### config.mk
export PLATFORM = sky130hd
export DESIGN_NAME = pim_input_buffer
export DESIGN_NICKNAME = d
export VERILOG_FILES = /design/src/rtl/pim_buf_pkg.sv /design/src/rtl/pim_inbuf_bank.sv /design/src/rtl/pim_input_buffer.sv
export SDC_FILE = /design/constraint.sdc
export NUM_CORES = 2
export LEC_CHECK = 0
export CELL_PAD_IN_SITES_DETAIL_PLACEMENT = 1
export CELL_PAD_IN_SITES_GLOBAL_PLACEMENT = 1
export CORE_AREA = 2 2 422 424
export DETAILED_ROUTE_END_ITERATION = 8
export DIE_AREA = 0 0 424 426
export GPL_TIMING_DRIVEN = 0
export PLACE_DENSITY = 0.67
export SYNTH_ARGS = -nofsm -noshare
export SYNTH_HDL_FRONTEND = slang
export SYNTH_SLANG_ARGS = --single-unit
### constraint.sdc
create_clock -name clk_i -period 2.6 [get_ports clk_i]
set_input_delay 0.52 -clock clk_i [delete_from_list [all_inputs] [get_ports clk_i]]
set_output_delay 0.52 -clock clk_i [all_outputs]
set_load 0.02 [all_outputs]
### src/rtl/pim_buf_pkg.sv
// Shared constants, types and lane helpers for the PIM input buffer.
// Row layout: word k occupies bits [word_lane(k) -: 32], byte 0 in the top byte.
package pim_buf_pkg;

    localparam int PIM_ROW_W         = 1024;
    localparam int PIM_WORD_W        = 32;
    localparam int PIM_WORDS_PER_ROW = PIM_ROW_W / PIM_WORD_W;
    localparam int PIM_CNT_W         = 6;

    typedef enum logic [1:0] {
        BANK_EMPTY   = 2'd0,
        BANK_FILLING = 2'd1,
        BANK_FULL    = 2'd2
    } bank_state_e;

    typedef logic [PIM_ROW_W-1:0] pim_row_t;

    // MSB index of word k inside a row.
    function automatic logic [9:0] word_lane(input logic [4:0] k);
        return 10'(PIM_ROW_W - 1 - int'(k) * PIM_WORD_W);
    endfunction

    // Byte 0 of the bus word goes to the most significant byte of its lane.
    function automatic logic [PIM_WORD_W-1:0] swap_bytes(input logic [PIM_WORD_W-1:0] w);
        return {w[7:0], w[15:8], w[23:16], w[31:24]};
    endfunction

endpackage

### src/rtl/pim_inbuf_bank.sv
// One row register of the PIM input buffer with its EMPTY/FILLING/FULL state machine
// and valid-word count; state_o exposes the FSM state for observation.
module pim_inbuf_bank
    import pim_buf_pkg::*;
(
    input  logic                  clk_i,
    input  logic                  rst_ni,
    input  logic                  clear_i,
    input  logic                  wr_i,
    input  logic [PIM_WORD_W-1:0] wr_data_i,
    input  logic                  close_i,
    input  logic                  pop_i,
    output bank_state_e           state_o,
    output logic                  done_o,
    output pim_row_t              row_o,
    output logic [PIM_CNT_W-1:0]  words_o
);

    localparam logic [PIM_CNT_W-1:0] LAST_IDX = PIM_CNT_W'(PIM_WORDS_PER_ROW - 1);

    bank_state_e           state_q, state_d;
    logic                  done;
    logic                  wr_ok;
    logic                  drain;
    pim_row_t              row_q;
    logic [PIM_CNT_W-1:0]  cnt_q;

    // A write into a FULL bank can never happen; the guard just keeps the row safe.
    assign wr_ok = wr_i && !clear_i && (state_q != BANK_FULL);
    assign drain = pop_i && !clear_i && (state_q == BANK_FULL);

    always_ff @(posedge clk_i or negedge rst_ni) begin
        if (!rst_ni) begin
            state_q <= BANK_EMPTY;
        end else begin
            state_q <= state_d;
        end
    end

    always_comb begin
        done    = 1'b0;
        state_d = state_q;
        if (!clear_i && state_q != BANK_FULL) begin
            if (wr_i) begin
                done = close_i || (cnt_q == LAST_IDX);
            end else begin
                done = close_i && (state_q == BANK_FILLING);
            end
        end
        if (clear_i) begin
            state_d = BANK_EMPTY;
        end else begin
            case (state_q)
                BANK_EMPTY, BANK_FILLING: begin
                    if (done) begin
                        state_d = BANK_FULL;
                    end else if (wr_i) begin
                        state_d = BANK_FILLING;
                    end
                end
                BANK_FULL: begin
                    if (pop_i) begin
                        state_d = BANK_EMPTY;
                    end
                end
                default: state_d = BANK_EMPTY;
            endcase
        end
    end

    always_comb begin
        state_o = state_q;
        done_o  = done;
        row_o   = row_q;
        words_o = cnt_q;
    end

    // Rows are zeroed on drain so a later close pads unwritten words with zero.
    always_ff @(posedge clk_i or negedge rst_ni) begin
        if (!rst_ni) begin
            row_q <= '0;
            cnt_q <= '0;
        end else if (clear_i || drain) begin
            row_q <= '0;
            cnt_q <= '0;
        end else if (wr_ok) begin
            row_q[word_lane(cnt_q[4:0]) -: PIM_WORD_W] <= swap_bytes(wr_data_i);
            cnt_q <= cnt_q + 1'b1;
        end
    end

endmodule

### src/rtl/pim_input_buffer.sv
// Packs 32-bit bus words into 1024-bit PIM rows and hands them over valid/ready.
// Define PIM_INBUF_DOUBLE_BANK_EN for two ping-pong banks; otherwise a single bank.
//
// Handshake: a row transfers on the rising clk_i edge where row_valid_o && row_ready_i;
// row_o/row_words_o hold steady while row_valid_o is high and row_ready_i is low, and a
// bus word transfers on the edge where wr_en_i && wr_ready_o.
module pim_input_buffer
    import pim_buf_pkg::*;
#(
    parameter int DATA_W = PIM_WORD_W,
    parameter int ROW_W  = PIM_ROW_W
) (
    input  logic              clk_i,
    input  logic              rst_ni,
    input  logic              clear_i,
    input  logic              wr_en_i,
    input  logic [DATA_W-1:0] wr_data_i,
    output logic              wr_ready_o,
    input  logic              close_i,
    output logic              row_valid_o,
    input  logic              row_ready_i,
    output logic [ROW_W-1:0]  row_o,
    output logic [5:0]        row_words_o,
    output logic              ovf_o,
    output logic [4:0]        fill_cnt_o
);

`ifdef PIM_INBUF_DOUBLE_BANK_EN
    localparam int NB = 2;
`else
    localparam int NB = 1;
`endif

    bank_state_e          st    [NB];
    logic                 done  [NB];
    pim_row_t             row   [NB];
    logic [PIM_CNT_W-1:0] words [NB];

    logic [NB-1:0] bank_wr;
    logic [NB-1:0] bank_close;
    logic [NB-1:0] bank_pop;

    logic wbank;
    logic rbank;
    logic wr_acc;
    logic pop;
    logic ovf_q;

    assign wr_ready_o  = (st[wbank] != BANK_FULL);
    assign row_valid_o = (st[rbank] == BANK_FULL);
    assign wr_acc      = wr_en_i && wr_ready_o && !clear_i;
    assign pop         = row_valid_o && row_ready_i && !clear_i;

    always_comb begin
        bank_wr           = '0;
        bank_close        = '0;
        bank_pop          = '0;
        bank_wr[wbank]    = wr_acc;
        bank_close[wbank] = close_i && !clear_i;
        bank_pop[rbank]   = pop;
    end

    for (genvar b = 0; b < NB; b++) begin : g_bank
        pim_inbuf_bank u_bank (
            .clk_i     (clk_i),
            .rst_ni    (rst_ni),
            .clear_i   (clear_i),
            .wr_i      (bank_wr[b]),
            .wr_data_i (wr_data_i),
            .close_i   (bank_close[b]),
            .pop_i     (bank_pop[b]),
            .state_o   (st[b]),
            .done_o    (done[b]),
            .row_o     (row[b]),
            .words_o   (words[b])
        );
    end

`ifdef PIM_INBUF_DOUBLE_BANK_EN
    // Fill side advances when its bank completes; drain side advances on each handshake.
    always_ff @(posedge clk_i or negedge rst_ni) begin
        if (!rst_ni) begin
            wbank <= 1'b0;
            rbank <= 1'b0;
        end else if (clear_i) begin
            wbank <= 1'b0;
            rbank <= 1'b0;
        end else begin
            if (done[wbank]) begin
                wbank <= ~wbank;
            end
            if (pop) begin
                rbank <= ~rbank;
            end
        end
    end
`else
    assign wbank = 1'b0;
    assign rbank = 1'b0;
`endif

    always_comb begin
        row_o       = '0;
        row_words_o = '0;
        fill_cnt_o  = '0;
        if (row_valid_o) begin
            row_o       = row[rbank];
            row_words_o = words[rbank];
        end
        if (st[wbank] == BANK_FILLING) begin
            fill_cnt_o = words[wbank][4:0];
        end
    end

    always_ff @(posedge clk_i or negedge rst_ni) begin
        if (!rst_ni) begin
            ovf_q <= 1'b0;
        end else if (clear_i) begin
            ovf_q <= 1'b0;
        end else if (wr_en_i && !wr_ready_o) begin
            ovf_q <= 1'b1;
        end
    end

    assign ovf_o = ovf_q;

endmodule

### Pin map

(1 px per um) Pins as bars across the die edge, other pins in gray.
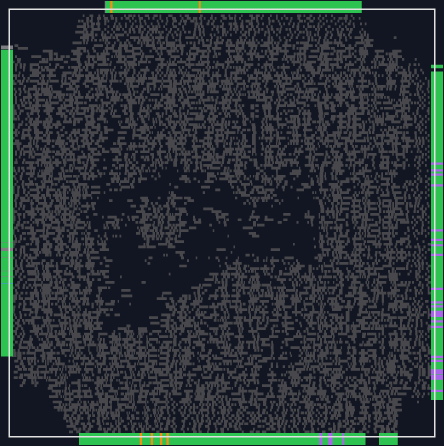
| port | color | pins | direction | edge |
|---|---|---|---|---|
| row_words_o | orange | 6 | output | 4 bottom, 2 top |
| wr_data_i | purple | 32 | input | 26 right, 6 bottom |
| close_i | blue | 1 | input | left |
| row_o | green | 1,024 | output | 317 bottom, 273 top, 217 left, 217 right |
height of the die: 426 um
die x size: 424 um
count of input and output buffers: 1,074

### Metal layers overlaid

(1 px per um) Two of the layers only.
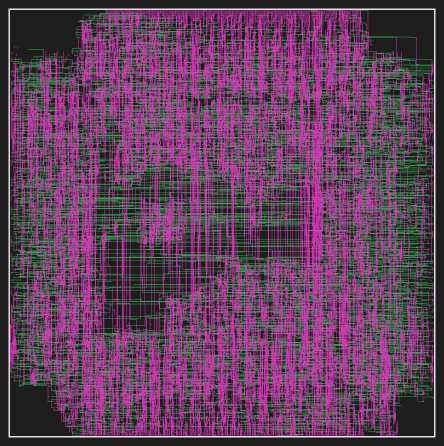
| layer | color | wire length |
|---|---|---|
| met2 | magenta | 153 mm |
| met1 | green | 129 mm |

### Placement view

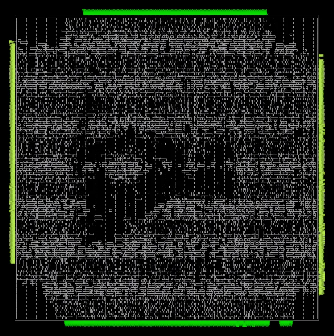
num rows: 154
core occupancy in the finished layout: 43.3%

==> PnR_summary.wiki <==
== Run summary ==
{| class="wikitable"
! Metric !! Value
|-
| Number of clock sinks || 1,033
|-
| HP Start || wr_en_i
|-
| Area growth from synthesis to layout || 34.3%
|-
| Source of the critical timing path || g_bank[0].u_bank.state_o[0]$_DFFE_PN0P_
|-
| Grt met1 use || between 40% and 50%
|-
| Combinational group power || 4.79 mW
|-
| Sequential Power Share || slightly above 40%
|-
| EDFF count, synth || 0
|-
| Summed standard-cell area reported by yosys || 56,700 um^2
|-
| Top layer used by detailed routing || met5
|-
| GPL Wtd Cong || 0.954
|-
| Area taken by multi-input logic gates || about 28,000 um^2
|-
| Cts hold-fix bufs || 2
|-
| Antenna Violating Nets Remaining || 0
|-
| Number of standard cells reported by yosys || 5,943
|-
| Req. time, crit path || 2.08 ns
|-
| Synthesized Nets || around 6,000
|-
| Shortest clock period the worst path allows after layout || 3.14 ns
|-
| Core Footprint || 176,000 um^2
|-
| Clock network latency to the later pin of the worst-skew pair || roughly 0.77 ns
|-
| Maximum number of pins on one net before global-route repair || approximately 150
|-
| Run status || finished, violations left
|-
| Area of the mapped netlist || 56,700 um^2
|-
| Largest cells by area || dfrtp_1 46%, and2_1 11%, o31ai_1 8.1%
|-
| Clock Power || 18.5 mW
|-
| Count of fill cells added during filler insertion || 20,000
|-
| Number of cells traversed by the worst register-to-register path || 7
|-
| Switching Fraction || 28.4%
|-
| Beginning of the worst register-to-register path || g_bank[0].u_bank.words_o[0]$_DFFE_PN0P_
|-
| Post-Synth AOI/OAI Area || a little under a fifth
|-
| Total clock buffers created by CTS || ~120
|-
| Endpoint of the most critical setup path || row_o[808]
|-
| P_leak || 33.6 nW
|-
| Core utilization before placement || 32.3%
|-
| Violations in the final reports || setup timing
|-
| Peak-usage layer in the global routing report || met2
|-
| Crit path setup slack, layout || -0.542 ns
|-
| Maximum clock rate || 318 MHz
|-
| Average wire length per cell after detail routing || 34.4 um
|-
| Hold-critical path endpoint || g_bank[0].u_bank.words_o[0]$_DFFE_PN0P_
|-
| Comb area share || 36.2%
|-
| Transition time at the pin with the least slew margin || between 1 and 1.5 ns
|-
| Setup Viol. Count Final || 1,846
|-
| Min-Delay Path Depth || 3
|-
| Final Total Pwr || ~39 mW
|-
| Synthesized instance count || roughly 5,900
|-
| Buffer depth of the longest clock path || 3
|-
| Main kind of combinational logic by area || simple AND/OR/NAND/NOR gates
|-
| Parity-gate share of the synthesized area counting xor and xnor cells || 0%
|-
| RR Endpoint || g_bank[0].u_bank.row_o[640]$_DFFE_PN0P_
|-
| Number of combinational gates with multiple inputs || 3,962
|-
| Worst min-delay path category || in -> reg
|-
| Post-Synthesis Mean Instance Area || 9.54 um^2
|-
| Kind of critical path || reg -> out
|-
| Flop count || 1,033
|-
| First-pass GRT wire length || approximately 460 mm
|-
| Distinct cell type count of the synthesized netlist || 49
|-
| CTS clock-pin slew for the worst setup and hold paths || 0.07 ns
|-
| Top-count cell post-synth || dfrtp_1
|-
| Worst relative slew slack || 15.1%
|-
| Vias in the first global route || about 60,000
|-
| Seq group || 16.2 mW
|}
### Close-up of the layout

Window x 192 to 232, y 193 to 233 um. Cells in gray, sequential cells in the stronger gray; small squares are vias.
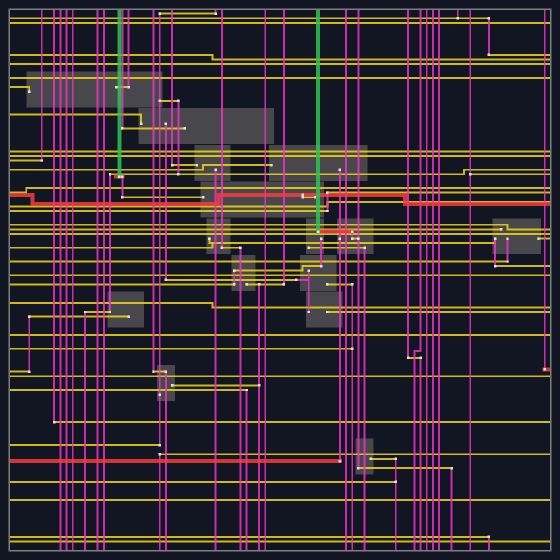
| layer | color |
|---|---|
| met4 | green |
| met1 | yellow |
| met3 | red |
| met2 | magenta |
sequential cells in the window: 0
cells with their middle in the window: 15
most frequent: buf_4 (4), clkbuf_1 (3)

### Metal 2

(1 px per um) Cells faint in the background.
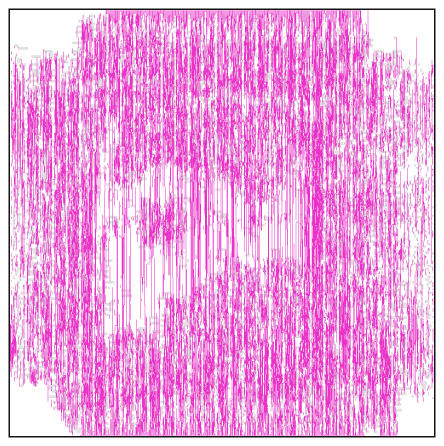
longest straight run: 187 um
share of all routed wire: 45%
nets with wire on the layer: 6,767
main direction: vertical
met2 Resource Use GR: 56.7%
total wirelength of the detailed-routed design: 337 mm
total vias in the final route: 59,500

-- per-stage QoR --
stage,area [um^2],std cells,hold WS (ns)
2_1_floorplan,56700,5943,0.224
3_3_place_gp,70400,9357,0.493
3_5_place_dp,70800,9370,0.467
4_1_cts,77500,9716,0.0791
5_1_grt,76000,9734,0.135
6_report,76100,9794,0.144
-- registers in the layout, indices dropped and copies added (netlist names) --
signal / flops
g_bank.u_bank.state_o: 2
ovf_o: 1
g_bank.u_bank.words_o: 6
g_bank.u_bank.row_o: 1024
-- critical path: stages (launching register included) --
cell and delay (ns):
dfrtp_1 0.42, nor2b_4 0.17, buf_12 0.17, buf_16 0.20
buf_16 0.20, buf_6 0.12, clkbuf_16 0.13, buf_4 0.12
and2_4 0.15, buf_4 0.14
Power figures rest on the tool's default switching activity, not on a simulated workload.
